Fig. 1: the metal 1 layer
Bar = 100 µm. Supply wires on this layer in gray. Cells faint in the background.
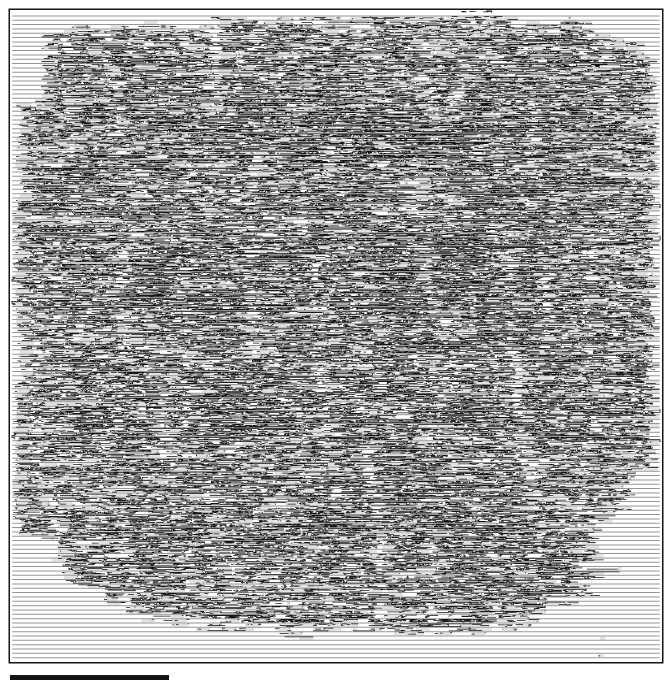
Fig. 2: where the registers sit
Bar = 100 µm.
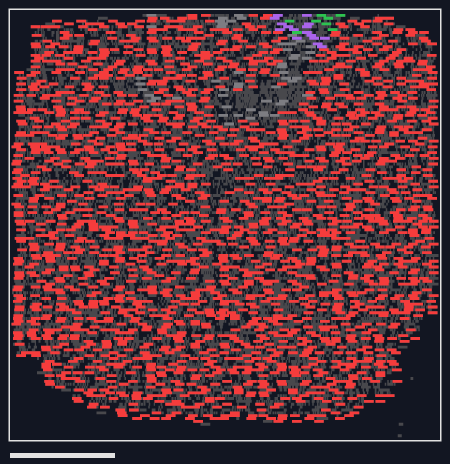
Fig. 3: metal layers overlaid
Only two layers are drawn.
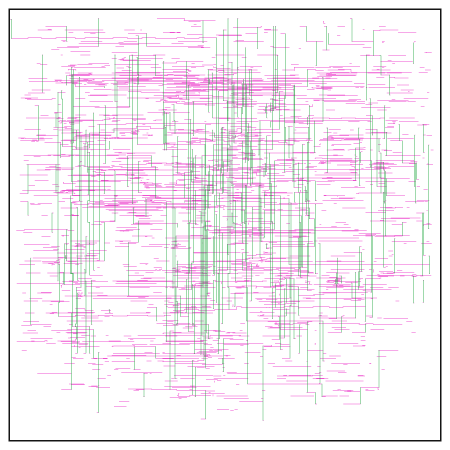
Fig. 4: routing congestion
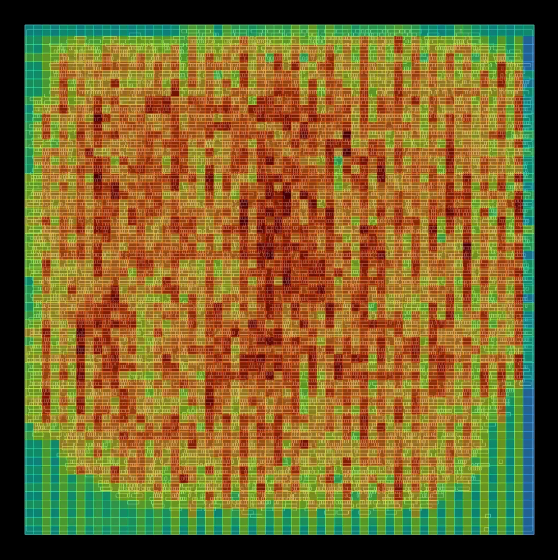
[config.mk]
export PLATFORM = sky130hd
export DESIGN_NAME = sccb_slave_regfile_flat
export DESIGN_NICKNAME = d
export VERILOG_FILES = /design/src/rtl/sccb_slave_regfile_if.sv /design/src/rtl/sccb_slave_regfile.sv /design/src/flat_wrapper.sv
export SDC_FILE = /design/constraint.sdc
export NUM_CORES = 2
export LEC_CHECK = 0
export ABC_AREA = 1
export ABC_CLOCK_PERIOD_IN_PS = 118300
export CAP_MARGIN = 5
export CORE_UTILIZATION = 59
export CTS_BUF_LIST = sky130_fd_sc_hd__clkbuf_16
export DETAILED_ROUTE_END_ITERATION = 12
export PLACE_DENSITY = 0.75
export SLEW_MARGIN = 5
export SYNTH_ARGS = -nofsm -noshare
export SYNTH_HDL_FRONTEND = slang
export SYNTH_SLANG_ARGS = --single-unit
[constraint.sdc]
create_clock -name i_clk -period 118.3 [get_ports i_clk]
set_clock_uncertainty 0.2 [all_clocks]
set_input_delay 11.83 -clock i_clk [delete_from_list [all_inputs] [get_ports i_clk]]
set_output_delay 11.83 -clock i_clk [all_outputs]
set_load 0.02 [all_outputs]
[src/rtl/sccb_slave_regfile_if.sv]
// SCCB pin bundle between an SCCB master and sccb_slave_regfile.
// Signal names are from the slave's point of view:
//   i_sioc     SCCB clock from the master
//   i_siod_in  resolved SIOD level seen on the pin
//   o_siod_out level the slave drives (1 when not driving)
//   o_siod_oe  1 = slave drives SIOD
interface sccb_slave_regfile_if;
  logic i_sioc;
  logic i_siod_in;
  logic o_siod_out;
  logic o_siod_oe;

  modport slave (
    input  i_sioc,
    input  i_siod_in,
    output o_siod_out,
    output o_siod_oe
  );

  modport master (
    output i_sioc,
    output i_siod_in,
    input  o_siod_out,
    input  o_siod_oe
  );
endinterface

[src/rtl/sccb_slave_regfile.sv]
// SCCB slave with an internal register file (camera control-path emulation).
// Programmable ID, 1/2-byte big-endian sub-address, auto-incrementing pointer,
// register read-back, open-drain output enable and a write-notify strobe.
//
// Optional feature macro: SCCB_SLAVE_ACK_EN
//   defined   -> slave pulls SIOD low during the 9th bit of every byte it receives
//   undefined -> 9th bit is don't-care, slave only drives read data bits
//
// Ports:
//   i_clk, i_rst    system clock (>= 20x SIOC), async active-high reset
//   sccb            SIOC/SIOD pin bundle (slave modport)
//   o_busy          1 whenever the FSM is not IDLE
//   o_wr_strobe     one-cycle pulse per register written
//   o_wr_addr       pointer value of the register just written
//   o_wr_data       byte just written
//   o_txn_err       one-cycle pulse on an aborted/malformed transaction
module sccb_slave_regfile #(
  parameter logic [7:0]  SLAVE_ID       = 8'h78,
  parameter int unsigned SUB_ADDR_BYTES = 2,
  parameter int unsigned REG_DEPTH      = 256,
  parameter int unsigned SYNC_STAGES    = 2
) (
  input  logic                          i_clk,
  input  logic                          i_rst,
  sccb_slave_regfile_if.slave           sccb,
  output logic                          o_busy,
  output logic                          o_wr_strobe,
  output logic [8*SUB_ADDR_BYTES-1:0]   o_wr_addr,
  output logic [7:0]                    o_wr_data,
  output logic                          o_txn_err
);

  localparam int unsigned PTR_W = 8 * SUB_ADDR_BYTES;
  localparam int unsigned IDX_W = $clog2(REG_DEPTH);
  localparam logic [3:0]  BCNT_LAST = 4'd7;
  localparam logic [3:0]  BCNT_ACK  = 4'd8;
  localparam logic [1:0]  SUB_LAST  = 2'(SUB_ADDR_BYTES - 1);
`ifdef SCCB_SLAVE_ACK_EN
  localparam logic ACK_EN = 1'b1;
`else
  localparam logic ACK_EN = 1'b0;
`endif

  typedef enum logic [2:0] {
    S_IDLE, S_ID, S_ID_ACK, S_SUB, S_WR, S_RD, S_RD_END, S_IGNORE
  } state_t;

  state_t r_state, w_state_nxt;

  logic [SYNC_STAGES-1:0] r_sioc_sync, r_siod_sync;
  logic                   r_sc_d, r_sd_d;
  logic                   w_sc, w_sd;
  logic                   w_start, w_stop, w_rise, w_fall;

  logic [3:0]       r_bcnt;
  logic [7:0]       r_shift;
  logic [1:0]       r_sub_idx;
  logic [PTR_W-1:0] r_sub_acc;
  logic [PTR_W-1:0] r_ptr;
  logic [7:0]       r_regs [REG_DEPTH];

  logic [7:0]       w_byte;
  logic [PTR_W-1:0] w_sub_acc_nxt;
  logic [IDX_W-1:0] w_idx;
  logic             w_rd_bit;
  logic             w_id_match;
  logic             w_in_byte;
  logic             w_ack_cell;

  logic             w_oe_nxt, w_sdo_nxt, w_err_nxt, w_wr_fire;
  logic             r_oe, r_sdo, r_busy, r_wr_strobe, r_txn_err;
  logic [PTR_W-1:0] r_wr_addr;
  logic [7:0]       r_wr_data;

  // Input synchronisers plus one delayed copy for edge detection
  always_ff @(posedge i_clk or posedge i_rst) begin
    if (i_rst) begin
      r_sioc_sync <= '1;
      r_siod_sync <= '1;
      r_sc_d      <= 1'b1;
      r_sd_d      <= 1'b1;
    end else begin
      r_sioc_sync <= {r_sioc_sync[SYNC_STAGES-2:0], sccb.i_sioc};
      r_siod_sync <= {r_siod_sync[SYNC_STAGES-2:0], sccb.i_siod_in};
      r_sc_d      <= w_sc;
      r_sd_d      <= w_sd;
    end
  end

  assign w_sc    = r_sioc_sync[SYNC_STAGES-1];
  assign w_sd    = r_siod_sync[SYNC_STAGES-1];
  assign w_start = w_sc & r_sd_d & ~w_sd;
  assign w_stop  = w_sc & ~r_sd_d & w_sd;
  // START/STOP outrank a coincident clock edge
  assign w_rise  = w_sc & ~r_sc_d & ~w_start & ~w_stop;
  assign w_fall  = ~w_sc & r_sc_d;

  assign w_byte        = {r_shift[6:0], w_sd};
  assign w_sub_acc_nxt = PTR_W'({r_sub_acc, w_byte});
  assign w_idx         = r_ptr[IDX_W-1:0];
  assign w_rd_bit      = r_regs[w_idx][3'(BCNT_LAST - r_bcnt)];
  assign w_id_match    = (r_shift[7:1] == SLAVE_ID[7:1]);
  assign w_in_byte     = (r_state == S_ID) || (r_state == S_SUB) ||
                         (r_state == S_WR) || (r_state == S_RD);
  assign w_ack_cell    = ((r_state == S_ID_ACK) && w_id_match) ||
                         (((r_state == S_SUB) || (r_state == S_WR)) && (r_bcnt == BCNT_ACK));

  // State register
  always_ff @(posedge i_clk or posedge i_rst) begin
    if (i_rst) r_state <= S_IDLE;
    else       r_state <= w_state_nxt;
  end

  // Next-state logic
  always_comb begin
    w_state_nxt = r_state;
    if (w_stop) begin
      w_state_nxt = S_IDLE;
    end else if (w_start) begin
      w_state_nxt = S_ID;
    end else if (w_rise) begin
      case (r_state)
        S_ID:     if (r_bcnt == BCNT_LAST) w_state_nxt = S_ID_ACK;
        S_ID_ACK: begin
          if (!w_id_match)     w_state_nxt = S_IGNORE;
          else if (r_shift[0]) w_state_nxt = S_RD;
          else                 w_state_nxt = S_SUB;
        end
        S_SUB:    if ((r_bcnt == BCNT_ACK) && (r_sub_idx == SUB_LAST)) w_state_nxt = S_WR;
        S_RD:     if ((r_bcnt == BCNT_ACK) && w_sd) w_state_nxt = S_RD_END;
        default:  ;
      endcase
    end
  end

  // Output logic: SIOD drive, write notify and error pulse
  always_comb begin
    w_oe_nxt  = r_oe;
    w_sdo_nxt = r_sdo;
    w_err_nxt = 1'b0;
    w_wr_fire = 1'b0;
    if (w_start || w_stop) begin
      w_oe_nxt  = 1'b0;
      w_sdo_nxt = 1'b1;
      // The SIOC rise that opens a STOP/repeated START lands as one bit, so a
      // single pending bit is still a byte boundary.
      w_err_nxt = w_in_byte && (r_bcnt >= 4'd2) && (r_bcnt <= BCNT_LAST);
    end else begin
      w_wr_fire = w_rise && (r_state == S_WR) && (r_bcnt == BCNT_LAST);
      if (w_fall) begin
        w_oe_nxt  = 1'b0;
        w_sdo_nxt = 1'b1;
        if ((r_state == S_RD) && (r_bcnt <= BCNT_LAST)) begin
          w_oe_nxt  = 1'b1;
          w_sdo_nxt = w_rd_bit;
        end else if (ACK_EN && w_ack_cell) begin
          w_oe_nxt  = 1'b1;
          w_sdo_nxt = 1'b0;
        end
      end
    end
  end

  // Bit counter, shifter, pointer and register file
  always_ff @(posedge i_clk or posedge i_rst) begin
    if (i_rst) begin
      r_bcnt    <= '0;
      r_shift   <= '0;
      r_sub_idx <= '0;
      r_sub_acc <= '0;
      r_ptr     <= '0;
      for (int i = 0; i < int'(REG_DEPTH); i++) r_regs[i] <= '0;
    end else if (w_start || w_stop) begin
      r_bcnt    <= '0;
      r_sub_idx <= '0;
    end else if (w_rise) begin
      case (r_state)
        S_ID, S_SUB, S_WR: begin
          if (r_bcnt == BCNT_ACK) begin
            r_bcnt <= '0;
            if (r_state == S_SUB) r_sub_idx <= r_sub_idx + 2'd1;
          end else begin
            r_shift <= w_byte;
            r_bcnt  <= r_bcnt + 4'd1;
            if (r_bcnt == BCNT_LAST) begin
              if (r_state == S_SUB) begin
                // Pointer only changes once the whole sub-address is in
                r_sub_acc <= w_sub_acc_nxt;
                if (r_sub_idx == SUB_LAST) r_ptr <= w_sub_acc_nxt;
              end else if (r_state == S_WR) begin
                r_regs[w_idx] <= w_byte;
                r_ptr         <= r_ptr + PTR_W'(1);
              end
            end
          end
        end
        S_ID_ACK: r_bcnt <= '0;
        S_RD: begin
          if (r_bcnt == BCNT_ACK) begin
            r_bcnt <= '0;
          end else begin
            r_bcnt <= r_bcnt + 4'd1;
            if (r_bcnt == BCNT_LAST) r_ptr <= r_ptr + PTR_W'(1);
          end
        end
        default: ;
      endcase
    end
  end

  // Registered outputs
  always_ff @(posedge i_clk or posedge i_rst) begin
    if (i_rst) begin
      r_oe        <= 1'b0;
      r_sdo       <= 1'b1;
      r_busy      <= 1'b0;
      r_wr_strobe <= 1'b0;
      r_wr_addr   <= '0;
      r_wr_data   <= '0;
      r_txn_err   <= 1'b0;
    end else begin
      r_oe        <= w_oe_nxt;
      r_sdo       <= w_sdo_nxt;
      r_busy      <= (w_state_nxt != S_IDLE);
      r_wr_strobe <= w_wr_fire;
      r_txn_err   <= w_err_nxt;
      if (w_wr_fire) begin
        r_wr_addr <= r_ptr;
        r_wr_data <= w_byte;
      end
    end
  end

  assign sccb.o_siod_out = r_sdo;
  assign sccb.o_siod_oe  = r_oe;
  assign o_busy          = r_busy;
  assign o_wr_strobe     = r_wr_strobe;
  assign o_wr_addr       = r_wr_addr;
  assign o_wr_data       = r_wr_data;
  assign o_txn_err       = r_txn_err;

endmodule

[src/flat_wrapper.sv]
// flat-port wrapper written by rule: the top's interface ports become plain ports
module sccb_slave_regfile_flat 
#(
  parameter logic [7:0]  SLAVE_ID       = 8'h78,
  parameter int unsigned SUB_ADDR_BYTES = 2,
  parameter int unsigned REG_DEPTH      = 256,
  parameter int unsigned SYNC_STAGES    = 2
)
  (i_clk, i_rst, o_busy, o_wr_strobe, o_wr_addr, o_wr_data, o_txn_err, sccb_i_sioc, sccb_i_siod_in, sccb_o_siod_out, sccb_o_siod_oe);
  sccb_slave_regfile_if sccb_i ();
  input  logic i_clk;
  input  logic i_rst;
  output logic o_busy;
  output logic o_wr_strobe;
  output logic [8*SUB_ADDR_BYTES-1:0] o_wr_addr;
  output logic [7:0] o_wr_data;
  output logic o_txn_err;
  input wire logic [$bits(sccb_i.i_sioc)-1:0] sccb_i_sioc;
  input wire logic [$bits(sccb_i.i_siod_in)-1:0] sccb_i_siod_in;
  output wire logic [$bits(sccb_i.o_siod_out)-1:0] sccb_o_siod_out;
  output wire logic [$bits(sccb_i.o_siod_oe)-1:0] sccb_o_siod_oe;
  assign sccb_i.i_sioc = sccb_i_sioc;
  assign sccb_i.i_siod_in = sccb_i_siod_in;
  assign sccb_o_siod_out = sccb_i.o_siod_out;
  assign sccb_o_siod_oe = sccb_i.o_siod_oe;
  sccb_slave_regfile #(.SLAVE_ID(SLAVE_ID), .SUB_ADDR_BYTES(SUB_ADDR_BYTES), .REG_DEPTH(REG_DEPTH), .SYNC_STAGES(SYNC_STAGES)) u_core (.i_clk(i_clk), .i_rst(i_rst), .sccb(sccb_i), .o_busy(o_busy), .o_wr_strobe(o_wr_strobe), .o_wr_addr(o_wr_addr), .o_wr_data(o_wr_data), .o_txn_err(o_txn_err));
endmodule
==> metrics.cfg <==
[critical_path]
cp_max_fo=103
r2r_end=u_core.sccb.o_siod_out$_DFFE_PP1P_
reg2reg_depth=19
cp.depth=8
rr_startpoint=u_core.r_ptr[0]$_DFFE_PP0P_
crit_slowest_cell=buf_4
critPathLaunchType=primary input
crit_start=i_rst
required_ns=118.90
path_common_cell=buf_4

[outcome]
outcome=finished, final reports clean

[min_path]
hold_path_depth=0
holdPathEnd=u_core.r_siod_sync[1]$_DFF_PP1_

[power]
switchingPower_uw=403
power.group.top=registers
switching_share=0.264
pg_clk_uw=680
total_power_uw=1530
combPwrFrac=0.075

[cells_and_area]
nNonClkBuffers=168
seq_cell_count=2124
bufAreaShareNonClock=0.0137
clkCellAreaFrac=0.0660
nNonClkInverters=376
comb_area_um2=39600
largest_class=sequential cells
logic_gates=9292

[final_timing]
fin_crit_ns=17.42
holdWs_ns=0.163
tns_ns=0
max_freq_mhz=57.4

[run]
maxCapViolations=0
warnings=82

[global_route]
use_met1=0.481
antenna_found_initial=8
grt_pass1_wl_um=463000
grt_pass1_vias=81000

[synthesis]
netlist_top_cells_count=nand2_1 (4,407), o21ai_0 (2,715), dfrtp_1 (2,117)
synthesis.area_per_instance_um2=7.68
ys_sh_mux=0.00102
synthArstFlopShare=1.00
yosysWarnings=0
topCombFamilyByArea=simple AND/OR/NAND/NOR gates
topCellsByArea=dfrtp_1 (54%), nand2_1 (17%), o21ai_0 (14%), nor2_1 (5.9%), clkbuf_1 (3.1%)
syn_area_um2=97700
synth_cells=12700
edf_count=0
synthFlopType=dfrtp_1
fp_nets=12700

[clock_network]
cts_tree=done
clock-sinks=2124
cts_max_level=4
clockBufferDepth=3

[drt]
drt-met1-wl_um=119000
top_layer=met5
drc=0
antenna_left=0

[die]
dieWidth_um=409
chipArea_um2=167000
tap_cells=2175
die_height_um=409
rows=148
core_um2=164000

[place]
hpwl_um=166000
portBuffers=32

## Picture notes: Fig. 1
share of all routed wire: 41%
nets with wire on the layer: 11,486
longest straight run: 113 µm
main direction: horizontal
wire length on this layer: 119 mm
routed via count: 85,800
final WL: 293,000 µm

## Picture notes: Fig. 2
legend:
  purple:
    name_in_the_netlist: `u_core.o_wr_addr`
    sequential_cells: 16
  red:
    name_in_the_netlist: `u_core.r_regs`
    sequential_cells: 2,048
    where: all over the die
  green:
    name_in_the_netlist: `u_core.o_wr_data`
    sequential_cells: 8
    where: upper right
not colored: 52
Seq area share: 0.505
Reg area: 53,200 µm²
Seq. pwr: 734 µW
Layout Utilization: 0.644

## Picture notes: Fig. 3
legend:
  magenta:
    layer: met3
    wire_length: 28.5 mm
  green:
    layer: met4
    wire_length: 14,300 µm

## Picture notes: Fig. 4
GR peak layer: met2
DR WL/cell: 20.2 µm

Power is estimated from default activity; no workload was simulated.
